## config.mk

```make
export PLATFORM = sky130hd
export DESIGN_NAME = mem_ctrl
export DESIGN_NICKNAME = d
export VERILOG_FILES = /design/src/rtl/mem_ctrl.sv
export SDC_FILE = /design/constraint.sdc
export NUM_CORES = 1
export LEC_CHECK = 0
export CAP_MARGIN = 15
export CORE_UTILIZATION = 34
export CTS_BUF_LIST = sky130_fd_sc_hd__clkbuf_4
export DETAILED_ROUTE_END_ITERATION = 7
export GPL_TIMING_DRIVEN = 0
export PLACE_DENSITY = 0.71
export SLEW_MARGIN = 20
export SYNTH_ARGS = -nofsm -noshare
export SYNTH_HDL_FRONTEND = slang
export SYNTH_SLANG_ARGS = --single-unit
```

## constraint.sdc

```tcl
create_clock -name clk -period 5.3 [get_ports clk]
set_clock_uncertainty 0.05 [all_clocks]
set_input_delay 0.53 -clock clk [delete_from_list [all_inputs] [get_ports clk]]
set_output_delay 0.53 -clock clk [all_outputs]
set_load 0.02 [all_outputs]
```

## src/rtl/mem_ctrl.sv

```systemverilog
// mem_ctrl: arbitrates LSB loads/stores and instruction fetches onto one byte-wide RAM/IO port.
// Latency: an N-byte access pulses its success flag N+1 cycles after accept, then spends one DONE cycle.
// Backpressure: rdy=0 freezes everything; with IO_STALL_EN defined, IO store bytes wait while io_buffer_full.
module mem_ctrl #(
  parameter int unsigned       ADDR_W  = 32,
  parameter int unsigned       DATA_W  = 32,
  parameter logic [ADDR_W-1:0] IO_BASE = ADDR_W'(32'h0003_0000)
) (
  input  logic              clk,
  input  logic              rst,
  input  logic              rdy,
  input  logic              jump_wrong,
  // LSB side
  input  logic              lsb_read_signal,
  input  logic              lsb_write_signal,
  input  logic [2:0]        requiring_length,
  input  logic [ADDR_W-1:0] to_mem_addr,
  input  logic [DATA_W-1:0] to_mem_data,
  input  logic              load_signed,
  output logic              mem_load_success,
  output logic              mem_store_success,
  output logic [DATA_W-1:0] from_mem_data,
  // fetcher side
  input  logic              fetch_signal,
  input  logic [ADDR_W-1:0] fetch_addr,
  output logic              fetch_success,
  output logic [DATA_W-1:0] fetch_instr,
  // RAM / IO port
  input  logic [7:0]        mem_din,
  output logic [7:0]        mem_dout,
  output logic [ADDR_W-1:0] mem_a,
  output logic              mem_wr,
  input  logic              io_buffer_full
);

  typedef enum logic [2:0] {
    IDLE  = 3'd0,
    LOAD  = 3'd1,
    STORE = 3'd2,
    FETCH = 3'd3,
    DONE  = 3'd4
  } state_t;

  state_t            state_q;
  state_t            state_nxt;

  // Latched request and progress
  logic [2:0]        cnt_q;
  logic [2:0]        len_q;
  logic              sign_q;
  logic [ADDR_W-1:0] addr_q;
  logic [DATA_W-1:0] data_q;
  logic [DATA_W-1:0] buf_q;

  // FSM decode
  logic              acc_ld;
  logic              acc_st;
  logic              acc_fe;
  logic              cnt_inc;
  logic              wr_en;
  logic              ld_done;
  logic              st_done;
  logic              io_stall;
  logic              io_hit;

  // Byte bookkeeping
  logic [1:0]        rd_idx;
  logic [1:0]        wr_idx;
  logic [1:0]        addr_off;
  logic              last_byte;
  logic [DATA_W-1:0] buf_asm;

  // Sign/zero extension of a 1- or 2-byte load; full words pass unchanged.
  function automatic logic [DATA_W-1:0] extend(input logic [DATA_W-1:0] raw,
                                               input logic [2:0]        len,
                                               input logic              sgn);
    logic [DATA_W-1:0] res;
    case (len)
      3'd1:    res = {{(DATA_W-8){sgn & raw[7]}}, raw[7:0]};
      3'd2:    res = {{(DATA_W-16){sgn & raw[15]}}, raw[15:0]};
      default: res = raw;
    endcase
    return res;
  endfunction

  // Read byte k arrives one cycle after it was addressed, so on counter value c we capture byte c-1.
  // Store byte k goes out on counter value k+1 (counter 0 is a setup cycle with no write).
  always_comb begin
    rd_idx    = cnt_q[1:0] - 2'd1;
    wr_idx    = (cnt_q == 3'd0) ? 2'd0 : rd_idx;
    last_byte = (cnt_q >= len_q);
  end

  // RAM address offset: reads walk ahead of capture; on the capture-only cycle re-present the last
  // address rather than touching one byte beyond the access (that byte might be IO).
  always_comb begin
    addr_off = 2'd0;
    case (state_q)
      LOAD, FETCH: addr_off = last_byte ? rd_idx : cnt_q[1:0];
      STORE:       addr_off = wr_idx;
      default:     addr_off = 2'd0;
    endcase
  end

  assign mem_a  = addr_q + ADDR_W'(addr_off);
  assign io_hit = (mem_a >= IO_BASE);

`ifdef IO_STALL_EN
  // Hold an IO store byte while the IO output buffer cannot take it.
  assign io_stall = (state_q == STORE) && (cnt_q != 3'd0) && io_hit && io_buffer_full;
`else
  assign io_stall = 1'b0;
  logic unused_io;
  assign unused_io = &{1'b0, io_buffer_full, io_hit};
`endif

  // Select the outgoing store byte, little-endian.
  always_comb begin
    mem_dout = 8'h00;
    if (state_q == STORE) begin
      case (wr_idx)
        2'd0:    mem_dout = data_q[7:0];
        2'd1:    mem_dout = data_q[15:8];
        2'd2:    mem_dout = data_q[23:16];
        default: mem_dout = data_q[31:24];
      endcase
    end
  end

  // Merge the byte currently on mem_din into the assembly buffer.
  always_comb begin
    buf_asm = buf_q;
    if (cnt_q != 3'd0) begin
      case (rd_idx)
        2'd0:    buf_asm[7:0]   = mem_din;
        2'd1:    buf_asm[15:8]  = mem_din;
        2'd2:    buf_asm[23:16] = mem_din;
        default: buf_asm[31:24] = mem_din;
      endcase
    end
  end

  // A write only happens in a live cycle.
  assign mem_wr = wr_en & rdy;

  // State register.
  always_ff @(posedge clk or posedge rst) begin
    if (rst) begin
      state_q <= IDLE;
    end else if (rdy) begin
      state_q <= state_nxt;
    end
  end

  // Next state and per-cycle control: arbitration in IDLE, byte sequencing, flush handling.
  always_comb begin
    state_nxt = state_q;
    acc_ld    = 1'b0;
    acc_st    = 1'b0;
    acc_fe    = 1'b0;
    cnt_inc   = 1'b0;
    wr_en     = 1'b0;
    ld_done   = 1'b0;
    st_done   = 1'b0;
    case (state_q)
      IDLE: begin
        // A flush cycle accepts nothing; stores outrank loads, loads outrank fetches.
        if (!jump_wrong) begin
          if (lsb_write_signal) begin
            acc_st    = 1'b1;
            state_nxt = STORE;
          end else if (lsb_read_signal) begin
            acc_ld    = 1'b1;
            state_nxt = LOAD;
          end else if (fetch_signal) begin
            acc_fe    = 1'b1;
            state_nxt = FETCH;
          end
        end
      end
      LOAD, FETCH: begin
        // Speculative reads are simply dropped on a flush.
        if (jump_wrong) begin
          state_nxt = IDLE;
        end else if (last_byte) begin
          ld_done   = 1'b1;
          state_nxt = DONE;
        end else begin
          cnt_inc = 1'b1;
        end
      end
      STORE: begin
        // Stores are committed, so a flush does not interrupt them.
        if (cnt_q == 3'd0) begin
          cnt_inc = 1'b1;
        end else if (!io_stall) begin
          wr_en = 1'b1;
          if (last_byte) begin
            st_done   = 1'b1;
            state_nxt = DONE;
          end else begin
            cnt_inc = 1'b1;
          end
        end
      end
      DONE: begin
        // One dead cycle so level-sensitive requesters can drop their request.
        state_nxt = IDLE;
      end
      default: begin
        state_nxt = IDLE;
      end
    endcase
  end

  // Request latching, byte counter, load assembly and the registered result/pulse outputs.
  always_ff @(posedge clk or posedge rst) begin
    if (rst) begin
      cnt_q             <= 3'd0;
      len_q             <= 3'd0;
      sign_q            <= 1'b0;
      addr_q            <= '0;
      data_q            <= '0;
      buf_q             <= '0;
      from_mem_data     <= '0;
      fetch_instr       <= '0;
      mem_load_success  <= 1'b0;
      mem_store_success <= 1'b0;
      fetch_success     <= 1'b0;
    end else if (rdy) begin
      mem_load_success  <= 1'b0;
      mem_store_success <= 1'b0;
      fetch_success     <= 1'b0;

      if (acc_ld || acc_st) begin
        addr_q <= to_mem_addr;
        len_q  <= requiring_length;
        data_q <= to_mem_data;
        sign_q <= load_signed;
        buf_q  <= '0;
      end else if (acc_fe) begin
        addr_q <= fetch_addr;
        len_q  <= 3'd4;
        sign_q <= 1'b0;
        buf_q  <= '0;
      end

      if (cnt_inc) begin
        cnt_q <= cnt_q + 3'd1;
      end else if (state_nxt != state_q) begin
        cnt_q <= 3'd0;
      end

      if ((state_q == LOAD || state_q == FETCH) && !jump_wrong && cnt_q != 3'd0) begin
        buf_q <= buf_asm;
      end

      if (ld_done) begin
        if (state_q == LOAD) begin
          from_mem_data    <= extend(buf_asm, len_q, sign_q);
          mem_load_success <= 1'b1;
        end else begin
          fetch_instr   <= buf_asm;
          fetch_success <= 1'b1;
        end
      end

      if (st_done) begin
        mem_store_success <= 1'b1;
      end
    end
  end

endmodule

```

Figure 1. I/O nets highlighted.
Scale: 1.5 px per µm.
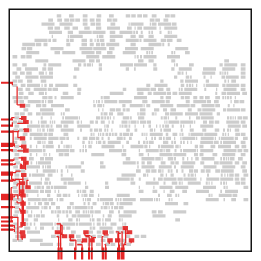
[to_mem_addr] red | bits: 32 | direction: input | edge: 20 left, 12 bottom | end cells: 32 | buffers: 32 | wire: 456 µm
boundary pin count: 224
Port Buffers: 220

Figure 2. Pin placement.
Scale: 3 px per µm. Pins as bars across the die edge, other pins in grey.
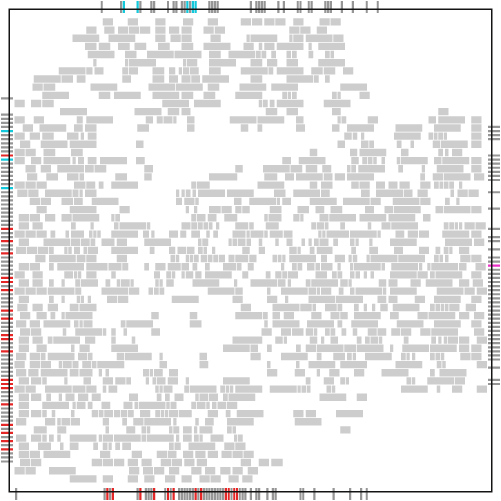
[rdy] magenta | pins: 1 | direction: input | edge: right
[to_mem_addr] red | pins: 32 | direction: input | edge: 20 left, 12 bottom
[mem_dout] cyan | pins: 8 | direction: output | edge: 5 top, 3 left
Horiz. Die Dim: 160.4 µm
Die Height: 160.4 µm

Figure 3. Drive-strength map.
Scale: 3 px per µm.
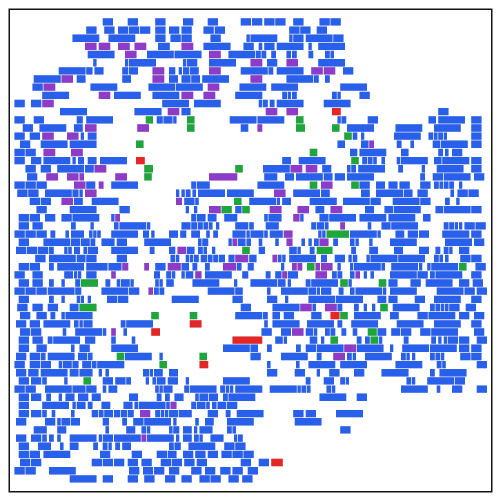
[x2] purple | cells: 85
[x1 and smaller] blue | cells: 933
[x3 and x4] green | cells: 38
[x6 and larger] red | cells: 8
Non-CTS buffers: 263
synth-to-layout area growth: 34.50%
crit path setup slack, layout: 334.9 ps
area of all placed cells without fillers: 0.01147 mm²

Figure 4. Routed metal, one colour a layer.
Scale: 3 px per µm. Two of the layers only.
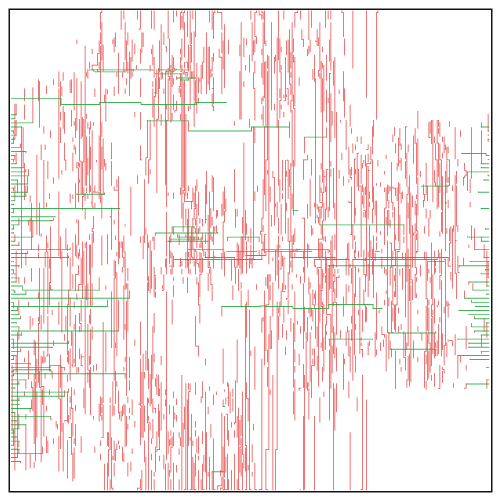
[M3] green | wire length: 1400 µm
[M2] red | wire length: 11500 µm

Figure 5. Cell outlines without signal wires.
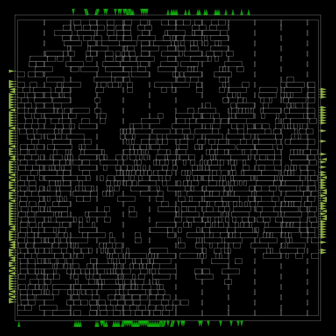
number of flip-flops and latches: 173
Finished Core Util: 46.88%

==> flow_metrics.rpt <==
==== FLOW RESULTS ====
----------------------------------------------------
[Final timing]
  Slew margin rel. ........................ between 40% and 50%
  Final Hold Vio Count ........................ 0
  Part of the cycle the worst path needs ........................ 93.68%
  Worst hold margin ........................ approximately 240 ps
  Number of max-slew violations in the final report ........................ 0
  Upper clock frequency limit ........................ slightly above 200 MHz
  Worst Tran Pin Value ........................ approximately 860 ps
  Number of setup violations in the final report ........................ 0
  Time the final worst path needs with I/O delays and setup ........................ between 4000 and 5000 ps

[Route]
  Vias post-DR ........................ 7000
  Number of iterations in the first detailed-routing pass ........................ 5
  Vias per cell ........................ ~5
  Metal-1 WL ........................ ~11 mm
  Total met2 wirelength after detailed routing ........................ about 12 mm
  Final routed DRC violation total ........................ 0
  WL per Instance ........................ between 15 and 20 µm
  Post-detailed-route count of antenna-violating nets ........................ 0
  DRC violation total after the first TritonRoute iteration ........................ 386
  Detailed-route wire length ........................ roughly 24 mm
  Top routing layer in use ........................ met4

[Run]
  Number of max-cap violations ........................ 0
  Warning total across the stage logs ........................ 32

[Finish]
  Top Layout Cells ........................ sky130_fd_sc_hd__clkdlybuf4s50_1, sky130_fd_sc_hd__dfrtp_1, sky130_fd_sc_hd__nand2_1
  Commonest non-fill, non-tap cell in the layout ........................ sky130_fd_sc_hd__clkdlybuf4s50_1
  Fraction of area in clock buffers and inverters ........................ under 10%
  Layout clock buffer count ........................ 19
  Proportion of cell area occupied by registers ........................ 37.76%
  Non-clk invs ........................ 16
  Area of combinational cells with multiple inputs ........................ ~0.0040 mm²
  Diodes inserted ........................ 0
  Comb/total area ........................ 34.52%
  Ratio of cells with drive above 1 in the final layout ........................ 12.31%
  Final-layout fill cell count ........................ 2349
  Area used by sequential logic in the layout ........................ 0.004330 mm²
  Fin nets ........................ roughly 1200
  Biggest Area Class ........................ registers

[Min path]
  Worst Hold Class ........................ input pin to register
  Worst hold path depth ........................ 2
  Endpoint of the worst hold path ........................ state_q[2]
  Source of the worst hold timing path ........................ rdy

[Floorplan]
  Area of the die ........................ roughly 0.026 mm²
  Core outline area ........................ about 0.024 mm²
  Initial cell density of the core ........................ between 30% and 40%
  Number of placement rows ........................ roughly 57
  Number of tapcells ........................ ~320

[GRT]
  First-pass GRT wire length ........................ around 38 mm
  Initial antenna violation count ........................ 0
  Number of global-route vias before repair ........................ roughly 6900
  Met3 Use GR ........................ around 4.4%
  Overall global routing resource usage ........................ between 10% and 20%
  Grt ovf ........................ 0
  Met2 track demand over resource in global routing ........................ 30.97%
  Pin count of the biggest net entering global routing ........................ between 90 and 100
  Most Used Layer, Global Route ........................ met2
  GR met1 Demand/Resource ........................ between 20% and 30%

[Clock tree]
  Clock root buffer master ........................ sky130_fd_sc_hd__clkbuf_4
  Num CTS Buffers ........................ 17
  TritonCTS clock tree ........................ yes
  H-tree depth ........................ 4
  Hold_buf cts ........................ 0
  Reg clk slew, reported paths ........................ between 150 and 200 ps
  Clock latency reported for the late side of the worst-skew pair ........................ 560 ps
  Post-CTS Repair Setup Buffers ........................ 1
  Maximum number of buffers from clock root to sink ........................ 2
  Cells resized by post-CTS repair ........................ 6

[Synth]
  Yosys adder share ........................ roughly 1.8%
  Count of yosys warnings during synthesis ........................ 0
  Total cell area reported by yosys after synthesis ........................ about 0.0085 mm²
  Flops after synth ........................ ~170
  Yosys aoi share ........................ between 10% and 20%
  Library cell occupying the most area in the post-synthesis netlist ........................ sky130_fd_sc_hd__dfrtp_1
  Most frequent cell after synthesis ........................ sky130_fd_sc_hd__dfrtp_1
  Share of synthesized cell area in and, or, nand and nor gates ........................ about an eighth
  Synth logic family ........................ AND-OR/OR-AND gates
  Xor/xnor share ........................ about 3.2%
  Area fraction of the dominant cell type after synthesis ........................ about half
  Most used standard cells in the synthesized netlist ........................ sky130_fd_sc_hd__dfrtp_1, sky130_fd_sc_hd__nand2_1, sky130_fd_sc_hd__nor2_1
  Async set-or-reset flop fraction in the synthesized netlist ........................ 100.0%
  Mux frac, synth ........................ between 10 and 15%
  Nets in the synthesized netlist ........................ ~940
  Post-synth EDFFs ........................ 0
  Dominant flop cell ........................ sky130_fd_sc_hd__dfrtp_1
  Fraction of the yosys area taken by sequential cells ........................ between 50% and 60%
  Top area cells in the synthesized netlist ........................ sky130_fd_sc_hd__dfrtp_1, sky130_fd_sc_hd__mux2_2, sky130_fd_sc_hd__mux2i_1, sky130_fd_sc_hd__a21oi_1, sky130_fd_sc_hd__nand2_1
  Post-synthesis cell area ........................ around 0.0085 mm²
  Post-synthesis area per instance ........................ 10.54 µm²
  Number of cells produced by synthesis ........................ ~810
  Ys cells ........................ a little over 800
  Netlist cell types ........................ ~51

[Placement]
  Routability Congestion ........................ 0.8468
  Final HPWL from detailed placement ........................ ~18 mm
  Post-placement cell count ........................ 1354
  Post-place setup slack ........................ between 300 and 400 ps
  Placement Cell Area ........................ between 0.01 and 0.015 mm²

[Setup path]
  Endpoint arrival time on the critical path ........................ 4390 ps
  Worst setup path startpoint ........................ cnt_q[0]
  Kind of launch point of the worst setup path ........................ register
  CP delay by family, top ........................ adder cells
  Critical-path cell list ........................ clkinvlp_4 > ha_1 > nor2b_1 > o21a_1 > buf_2 > xnor2_1 > o22ai_1 > ha_1 > inv_1 > fa_1 > nor3_4 > nand3_2 > nor3_1 > xor2_1 > dlygate4sd2_1
  Highest-delay cell along the critical path ........................ sky130_fd_sc_hd__fa_1
  Worst path max stage delay ........................ roughly 470 ps
  Critical-path maximum fanout ........................ 10
  RR Startpoint ........................ cnt_q[0]
  Endpoint type of the worst setup path ........................ output port
  Category of the most critical setup path ........................ register to output port
  Total number of cells along the worst setup path ........................ 15
  Worst setup path endpoint ........................ mem_a[30]
  Worst path buffer plus inverter count ........................ 4
  End of the worst register-to-register path ........................ from_mem_data[23]
  Worst r2r path cells ........................ 9
  Data required time at the worst endpoint ........................ roughly 4700 ps
  Critical Path Most Common Cell ........................ sky130_fd_sc_hd__ha_1

[Power and ir drop]
  Total power per unit cell area ........................ 487.9 mW/mm²
  Combinational gate power ........................ 2.78 mW
  Switching share of power ........................ between 40% and 50%
  Post-layout total power ........................ between 5 and 6 mW
  Largest vdd supply drop ........................ 0.0002534 V
  Net Switching ........................ 2.338 mW
  Power in the clock group ........................ around 710 µW
  Share of total power in sequential cells ........................ 37.7%
  Power of the sequential group ........................ between 2 and 2.5 mW
  Share of total power in combinational logic ........................ ~50%
  Part of the total power dissipated in the clock network ........................ between 10% and 20%
  Leakage dissipation ........................ approximately 5 nW

[Status]
  Result of the run ........................ completed

----------------------------------------------------
Power figures rest on the tool's default switching activity, not on a simulated workload.
